Selected gate families:
The bar under the picture is 50 µm long.
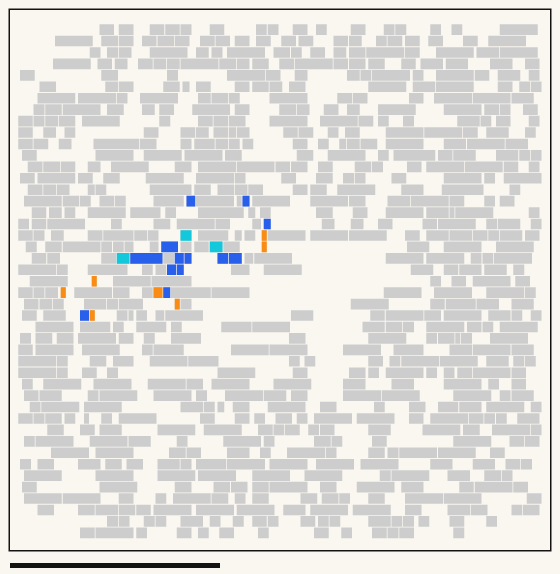
Where the registers sit:
Other sequential cells in the stronger gray, the rest of the logic in the fainter gray.
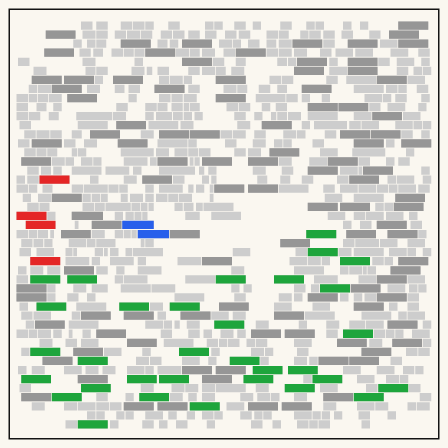
Wiring by layer:
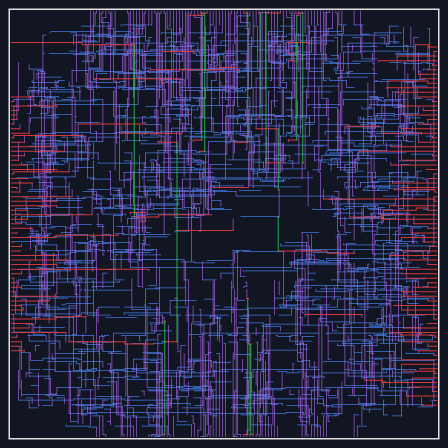
Clock nets:
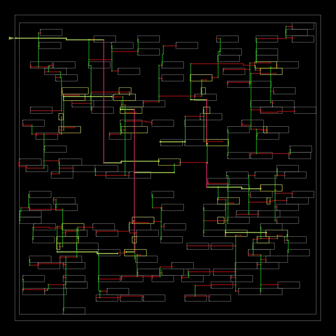
Ports around the boundary:
Pins as bars across the die edge, other pins in gray.
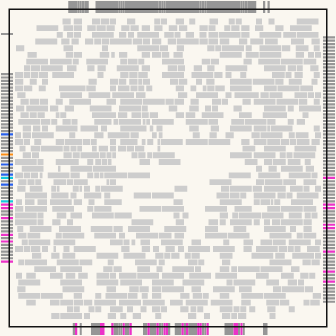
--- src/rtl/rv_bus_arb_if.sv ---
// Request, response and shared-bus signals of the fetch/data bus arbiter.
// The arbiter connects through the slave modport; its environment uses master.
interface rv_bus_arb_if #(
    parameter int ADDR_W = 32,
    parameter int DATA_W = 32
);
    logic                  i_fetch_req;
    logic [ADDR_W-1:0]     i_fetch_addr;
    logic [DATA_W-1:0]     o_fetch_rdata;
    logic                  o_fetch_ack;

    logic                  i_data_req;
    logic                  i_data_we;
    logic [DATA_W/8-1:0]   i_data_sel;
    logic [ADDR_W-1:0]     i_data_addr;
    logic [DATA_W-1:0]     i_data_wdata;
    logic [DATA_W-1:0]     o_data_rdata;
    logic                  o_data_ack;

    logic                  o_bus_cyc;
    logic                  o_bus_we;
    logic [DATA_W/8-1:0]   o_bus_sel;
    logic [ADDR_W-1:0]     o_bus_addr;
    logic [DATA_W-1:0]     o_bus_wdata;
    logic [DATA_W-1:0]     i_bus_rdata;
    logic                  i_bus_ack;

    logic [1:0]            o_grant;

    modport slave (
        input  i_fetch_req, i_fetch_addr,
        output o_fetch_rdata, o_fetch_ack,
        input  i_data_req, i_data_we, i_data_sel, i_data_addr, i_data_wdata,
        output o_data_rdata, o_data_ack,
        output o_bus_cyc, o_bus_we, o_bus_sel, o_bus_addr, o_bus_wdata,
        input  i_bus_rdata, i_bus_ack,
        output o_grant
    );

    modport master (
        output i_fetch_req, i_fetch_addr,
        input  o_fetch_rdata, o_fetch_ack,
        output i_data_req, i_data_we, i_data_sel, i_data_addr, i_data_wdata,
        input  o_data_rdata, o_data_ack,
        input  o_bus_cyc, o_bus_we, o_bus_sel, o_bus_addr, o_bus_wdata,
        output i_bus_rdata, i_bus_ack,
        input  o_grant
    );
endinterface

--- src/rtl/rv_bus_arb.sv ---
// Two-master arbiter for the core memory bus: load/store has priority,
// a starvation counter forces a fetch grant; one registered transaction at a time.
module rv_bus_arb #(
    parameter int ADDR_W     = 32,
    parameter int DATA_W     = 32,
    parameter int STARVE_MAX = 4
) (
    input  logic          i_clk,
    input  logic          i_reset_n,
    rv_bus_arb_if.slave   bif
);
    localparam logic [3:0] STARVE_LIM = 4'(STARVE_MAX);

    typedef enum logic [1:0] {
        IDLE  = 2'b00,
        GNT_F = 2'b01,
        GNT_D = 2'b10
    } state_t;

    state_t                state_q, state_d;
    logic [3:0]            starve_q, starve_d;
    logic                  elig_f, elig_d;
    logic                  take_f, take_d;

    logic                  fetch_ack_q, data_ack_q;
    logic [DATA_W-1:0]     fetch_rdata_q, data_rdata_q;
    logic                  bus_cyc_q, bus_we_q;
    logic [DATA_W/8-1:0]   bus_sel_q;
    logic [ADDR_W-1:0]     bus_addr_q;
    logic [DATA_W-1:0]     bus_wdata_q;

    always_comb begin
        state_d  = state_q;
        starve_d = starve_q;
        take_f   = 1'b0;
        take_d   = 1'b0;
        // A requester still holding req in its own ack cycle is not re-granted.
        elig_f   = bif.i_fetch_req & ~fetch_ack_q;
        elig_d   = bif.i_data_req  & ~data_ack_q;
        case (state_q)
            IDLE: begin
                if (elig_f && starve_q == STARVE_LIM) take_f = 1'b1;
                else if (elig_d)                      take_d = 1'b1;
                else if (elig_f)                      take_f = 1'b1;

                if (take_f) begin
                    state_d  = GNT_F;
                    starve_d = '0;
                end else if (take_d) begin
                    state_d = GNT_D;
                    if (elig_f && starve_q != STARVE_LIM) starve_d = starve_q + 4'd1;
                end
            end
            GNT_F, GNT_D: begin
                if (bif.i_bus_ack) state_d = IDLE;
            end
            default: state_d = IDLE;
        endcase
    end

    always_ff @(posedge i_clk or negedge i_reset_n) begin
        if (!i_reset_n) begin
            state_q       <= IDLE;
            starve_q      <= '0;
            fetch_ack_q   <= 1'b0;
            data_ack_q    <= 1'b0;
            fetch_rdata_q <= '0;
            data_rdata_q  <= '0;
            bus_cyc_q     <= 1'b0;
            bus_we_q      <= 1'b0;
            bus_sel_q     <= '0;
            bus_addr_q    <= '0;
            bus_wdata_q   <= '0;
        end else begin
            state_q     <= state_d;
            starve_q    <= starve_d;
            fetch_ack_q <= 1'b0;
            data_ack_q  <= 1'b0;
            if (take_f) begin
                bus_cyc_q  <= 1'b1;
                bus_we_q   <= 1'b0;
                bus_sel_q  <= '1;
                bus_addr_q <= bif.i_fetch_addr;
            end else if (take_d) begin
                bus_cyc_q   <= 1'b1;
                bus_we_q    <= bif.i_data_we;
                bus_sel_q   <= bif.i_data_sel;
                bus_addr_q  <= bif.i_data_addr;
                bus_wdata_q <= bif.i_data_wdata;
            end else if (state_q != IDLE && bif.i_bus_ack) begin
                bus_cyc_q <= 1'b0;
                if (state_q == GNT_F) begin
                    fetch_ack_q   <= 1'b1;
                    fetch_rdata_q <= bif.i_bus_rdata;
                end else begin
                    data_ack_q <= 1'b1;
                    if (!bus_we_q) data_rdata_q <= bif.i_bus_rdata;
                end
            end
        end
    end

    assign bif.o_fetch_ack   = fetch_ack_q;
    assign bif.o_fetch_rdata = fetch_rdata_q;
    assign bif.o_data_ack    = data_ack_q;
    assign bif.o_data_rdata  = data_rdata_q;
    assign bif.o_bus_cyc     = bus_cyc_q;
    assign bif.o_bus_we      = bus_we_q;
    assign bif.o_bus_sel     = bus_sel_q;
    assign bif.o_bus_addr    = bus_addr_q;
    assign bif.o_bus_wdata   = bus_wdata_q;
    assign bif.o_grant       = state_q;
endmodule

--- src/flat_wrapper.sv ---
// flat-port wrapper written by rule: the top's interface ports become plain ports
module rv_bus_arb_flat 
#(
    parameter int ADDR_W     = 32,
    parameter int DATA_W     = 32,
    parameter int STARVE_MAX = 4
)
  (i_clk, i_reset_n, bif_i_fetch_req, bif_i_fetch_addr, bif_o_fetch_rdata, bif_o_fetch_ack, bif_i_data_req, bif_i_data_we, bif_i_data_sel, bif_i_data_addr, bif_i_data_wdata, bif_o_data_rdata, bif_o_data_ack, bif_o_bus_cyc, bif_o_bus_we, bif_o_bus_sel, bif_o_bus_addr, bif_o_bus_wdata, bif_i_bus_rdata, bif_i_bus_ack, bif_o_grant);
  rv_bus_arb_if #(.ADDR_W(ADDR_W), .DATA_W(DATA_W)) bif_i ();
  input  logic i_clk;
  input  logic i_reset_n;
  input wire logic [$bits(bif_i.i_fetch_req)-1:0] bif_i_fetch_req;
  input wire logic [$bits(bif_i.i_fetch_addr)-1:0] bif_i_fetch_addr;
  output wire logic [$bits(bif_i.o_fetch_rdata)-1:0] bif_o_fetch_rdata;
  output wire logic [$bits(bif_i.o_fetch_ack)-1:0] bif_o_fetch_ack;
  input wire logic [$bits(bif_i.i_data_req)-1:0] bif_i_data_req;
  input wire logic [$bits(bif_i.i_data_we)-1:0] bif_i_data_we;
  input wire logic [$bits(bif_i.i_data_sel)-1:0] bif_i_data_sel;
  input wire logic [$bits(bif_i.i_data_addr)-1:0] bif_i_data_addr;
  input wire logic [$bits(bif_i.i_data_wdata)-1:0] bif_i_data_wdata;
  output wire logic [$bits(bif_i.o_data_rdata)-1:0] bif_o_data_rdata;
  output wire logic [$bits(bif_i.o_data_ack)-1:0] bif_o_data_ack;
  output wire logic [$bits(bif_i.o_bus_cyc)-1:0] bif_o_bus_cyc;
  output wire logic [$bits(bif_i.o_bus_we)-1:0] bif_o_bus_we;
  output wire logic [$bits(bif_i.o_bus_sel)-1:0] bif_o_bus_sel;
  output wire logic [$bits(bif_i.o_bus_addr)-1:0] bif_o_bus_addr;
  output wire logic [$bits(bif_i.o_bus_wdata)-1:0] bif_o_bus_wdata;
  input wire logic [$bits(bif_i.i_bus_rdata)-1:0] bif_i_bus_rdata;
  input wire logic [$bits(bif_i.i_bus_ack)-1:0] bif_i_bus_ack;
  output wire logic [$bits(bif_i.o_grant)-1:0] bif_o_grant;
  assign bif_i.i_fetch_req = bif_i_fetch_req;
  assign bif_i.i_fetch_addr = bif_i_fetch_addr;
  assign bif_o_fetch_rdata = bif_i.o_fetch_rdata;
  assign bif_o_fetch_ack = bif_i.o_fetch_ack;
  assign bif_i.i_data_req = bif_i_data_req;
  assign bif_i.i_data_we = bif_i_data_we;
  assign bif_i.i_data_sel = bif_i_data_sel;
  assign bif_i.i_data_addr = bif_i_data_addr;
  assign bif_i.i_data_wdata = bif_i_data_wdata;
  assign bif_o_data_rdata = bif_i.o_data_rdata;
  assign bif_o_data_ack = bif_i.o_data_ack;
  assign bif_o_bus_cyc = bif_i.o_bus_cyc;
  assign bif_o_bus_we = bif_i.o_bus_we;
  assign bif_o_bus_sel = bif_i.o_bus_sel;
  assign bif_o_bus_addr = bif_i.o_bus_addr;
  assign bif_o_bus_wdata = bif_i.o_bus_wdata;
  assign bif_i.i_bus_rdata = bif_i_bus_rdata;
  assign bif_i.i_bus_ack = bif_i_bus_ack;
  assign bif_o_grant = bif_i.o_grant;
  rv_bus_arb #(.ADDR_W(ADDR_W), .DATA_W(DATA_W), .STARVE_MAX(STARVE_MAX)) u_core (.i_clk(i_clk), .i_reset_n(i_reset_n), .bif(bif_i));
endmodule
--- config.mk ---
export PLATFORM = sky130hd
export DESIGN_NAME = rv_bus_arb_flat
export DESIGN_NICKNAME = d
export VERILOG_FILES = /design/src/rtl/rv_bus_arb_if.sv /design/src/rtl/rv_bus_arb.sv /design/src/flat_wrapper.sv
export SDC_FILE = /design/constraint.sdc
export NUM_CORES = 1
export LEC_CHECK = 0
export CORE_MARGIN = 1.5
export CORE_UTILIZATION = 38
export CTS_CLUSTER_DIAMETER = 50
export DETAILED_ROUTE_END_ITERATION = 6
export PLACE_DENSITY_LB_ADDON = 0.08
export SYNTH_ARGS = -nofsm -noshare
export SYNTH_HDL_FRONTEND = slang
export SYNTH_SLANG_ARGS = --single-unit
--- constraint.sdc ---
create_clock -name i_clk -period 1.7 [get_ports i_clk]
set_input_delay 0.425 -clock i_clk [delete_from_list [all_inputs] [get_ports i_clk]]
set_output_delay 0.425 -clock i_clk [all_outputs]
set_load 0.05 [all_outputs]
==> qor.txt <==
core area: 15300 µm²
status: completed
largest net degree at the start of global routing: 40
Synth top area share: 59.5%
Comb pwr share: 59.1%
Rows: 45
H-tree Lvls: 4
XOR/XNOR Area Share: 0%
switching portion of total power: 46.0%
Max-slew headroom: 73.7%
antenna violation net count after detailed routing: 0
Main power group: combinational cells
Total GRT Usage: 20.3%
simple share: 2.30%
HP Class: in2async
Crit Path Max Fanout: 8
final instance area: 9770 µm²
Max Cap Viol: 0
Setup Total Neg Slack: 0 ns
r2r worst-path depth: 6
crit-path cells: buf_4 -> ha_4 -> nor3_4 -> buf_6 -> clkbuf_16 -> mux2_4
area fraction in mux cells: 20.3%
crit-path max cell delay: 0.40 ns
area occupied by multi-input gates: 2320 µm²
area grow syn2layout: 63.5%
Synth cell types: 37
final-layout clock-cell area share: 5.67%
Adder Area Share: 0.837%
initial antenna violation count: 0
num ports: 276
Finish-stage setup viols: 0
Residual DRC: 0
top cells, area: dfrtp_1 59%, mux2_1 11%, mux2_4 8.0%
mean post-synth cell area: 15.8 µm²
Setup Crit Path Kind: reg2reg
cell count along the critical path: 6
CP delay by family, top: buffers and inverters
Internal: 0.0126 W
LEAKAGE: 4.41 nW
Place WS: -0.335 ns
achievable frequency: 0.595 GHz
Critical Path End Type: register
Seq share, synth: 59.5%
Yosys Chip Area: 5980 µm²
Post-Place Cells: 863
total congestion overflow: 0
R2R setup slack: 0.02 ns
sequential share of power: 25.8%
worst setup path endpoint: u_core.bif.o_data_rdata[30]$_DFFE_PN0P_
final hold slack: 0.469 ns
nets@finish: 830
Pins Over Slew Limit: 0
DP Area: 8790 µm²
Inverters: 7
number of non-clock buffers in the layout: 319
critical path launch point type: register
worst-margin pin slew: 0.395 ns
die area: 16500 µm²
clock buffer depth: 2
aoi/oai-family share of the synthesized area: 13.1%
maximum VDD drop: 1470 µV
vias in the first global route: 4705
Pwr Density: 2390 nW/µm²
Setup crit start: u_core.bif.o_grant[0]$_DFFE_PN0P_
Final HPWL DP: 11600 µm
Routability Congestion: 0.784
arrival time at the worst endpoint: 1.97 ns
vias per cell: 5.02
switching power: 0.0107 W
RSZ-0062 raised after global routing: true
About 'selected gate families':
[orange] inverters | cells: 7
[cyan] AND and OR gates | cells: 3 | most used: and3b_1
[blue] inverting AOI/OAI gates | cells: 13 | most used: o22ai_1
combinational share of cell area: 23.8%
Non-Filler Instances: 909
top logic cell by instance count in the layout: buf_4

About 'where the registers sit':
[red] `u_core.bif.o_bus_sel` | flops: 4 | where: middle left
[blue] `u_core.bif.o_grant` | flops: 2
[green] `u_core.bif.o_fetch_rdata` | flops: 32
not colored: 104
Seq power: 0.00602 W
Seq/total area: 36.4%
Flop area: 3560 µm²
fin util: 64.0%

About 'wiring by layer':
[blue] met1 | wire length: 7070 µm
[purple] met2 | wire length: 8310 µm
[red] met3 | wire length: 1500 µm
[green] met4 | wire length: 519 µm
final WL: 17400 µm
wire per inst: 19.1 µm
via count: 4567

About 'clock nets':
Clock Sinks: 142
Clock Power: 0.00353 W

About 'ports around the boundary':
[cyan] `bif_o_grant` | pins: 2 | direction: output | edge: left
[magenta] `bif_o_fetch_rdata` | pins: 32 | direction: output | edge: 18 bottom, 8 right, 6 left
[blue] `bif_i_data_sel` | pins: 4 | direction: input | edge: left
[orange] `bif_i_data_req` | pins: 1 | direction: input | edge: left
number of port buffers: 275
die x size: 128 µm
DIE HEIGHT: 128 µm

sequential cells by signal, summed over array words and instances, names as in the netlist:
name and count:
u_core.bif.o_bus_we 1, u_core.bif.o_fetch_ack 1, u_core.starve_q 4, u_core.bif.o_data_ack 1
u_core.bif.o_data_rdata 32, u_core.bif.o_fetch_rdata 32, u_core.bif.o_bus_sel 4, u_core.bif.o_bus_cyc 1
u_core.bif.o_grant 2, u_core.bif.o_bus_addr 32, u_core.bif.o_bus_wdata 32
per-layer routing:
metal	global-route usage (%)	routed length [µm]	up-vias	share of wire, %
li1	-	-	2056	-
met1	25.4	7070	2272	41
met2	31.9	8310	209	48
met3	6.82	1500	30	8.6
met4	9.32	518	0	3.0
met5	0	0	-	0
repair_timing:
item,4_1_cts,5_1_grt
setup buffers,1,6
endpoints found under the hold margin,29,0
resized,7,37
setup endpoints to repair,86,119
gates cloned,2,7
pin swaps,3,5
hold buffers,1,0
Yosys cell counts:
library cell / number
dfrtp_1: 142
mux2_1: 61
mux2_4: 32
a211o_1: 30
o221a_1: 22
o221a_2: 10
buf_2: 9
clkbuf_1: 9
buf_6: 7
inv_1: 7
ha_1: 4
nand2b_1: 4
o22a_1: 4
buf_12: 3
mux2_2: 3
o22ai_1: 3
a211o_2: 2
a21oi_1: 2
and3b_1: 2
nand3_1: 2
nand3b_1: 2
nor2b_1: 2
o21ai_0: 2
a21boi_1: 1
a31oi_1: 1
mux2i_1: 1
nand2_1: 1
nand3b_4: 1
nand4_1: 1
nor2_1: 1
nor3_4: 1
o211ai_4: 1
o21a_1: 1
o21ai_1: 1
o2bb2ai_1: 1
o31ai_1: 1
or4_1: 1
Power figures rest on the tool's default switching activity, not on a simulated workload.
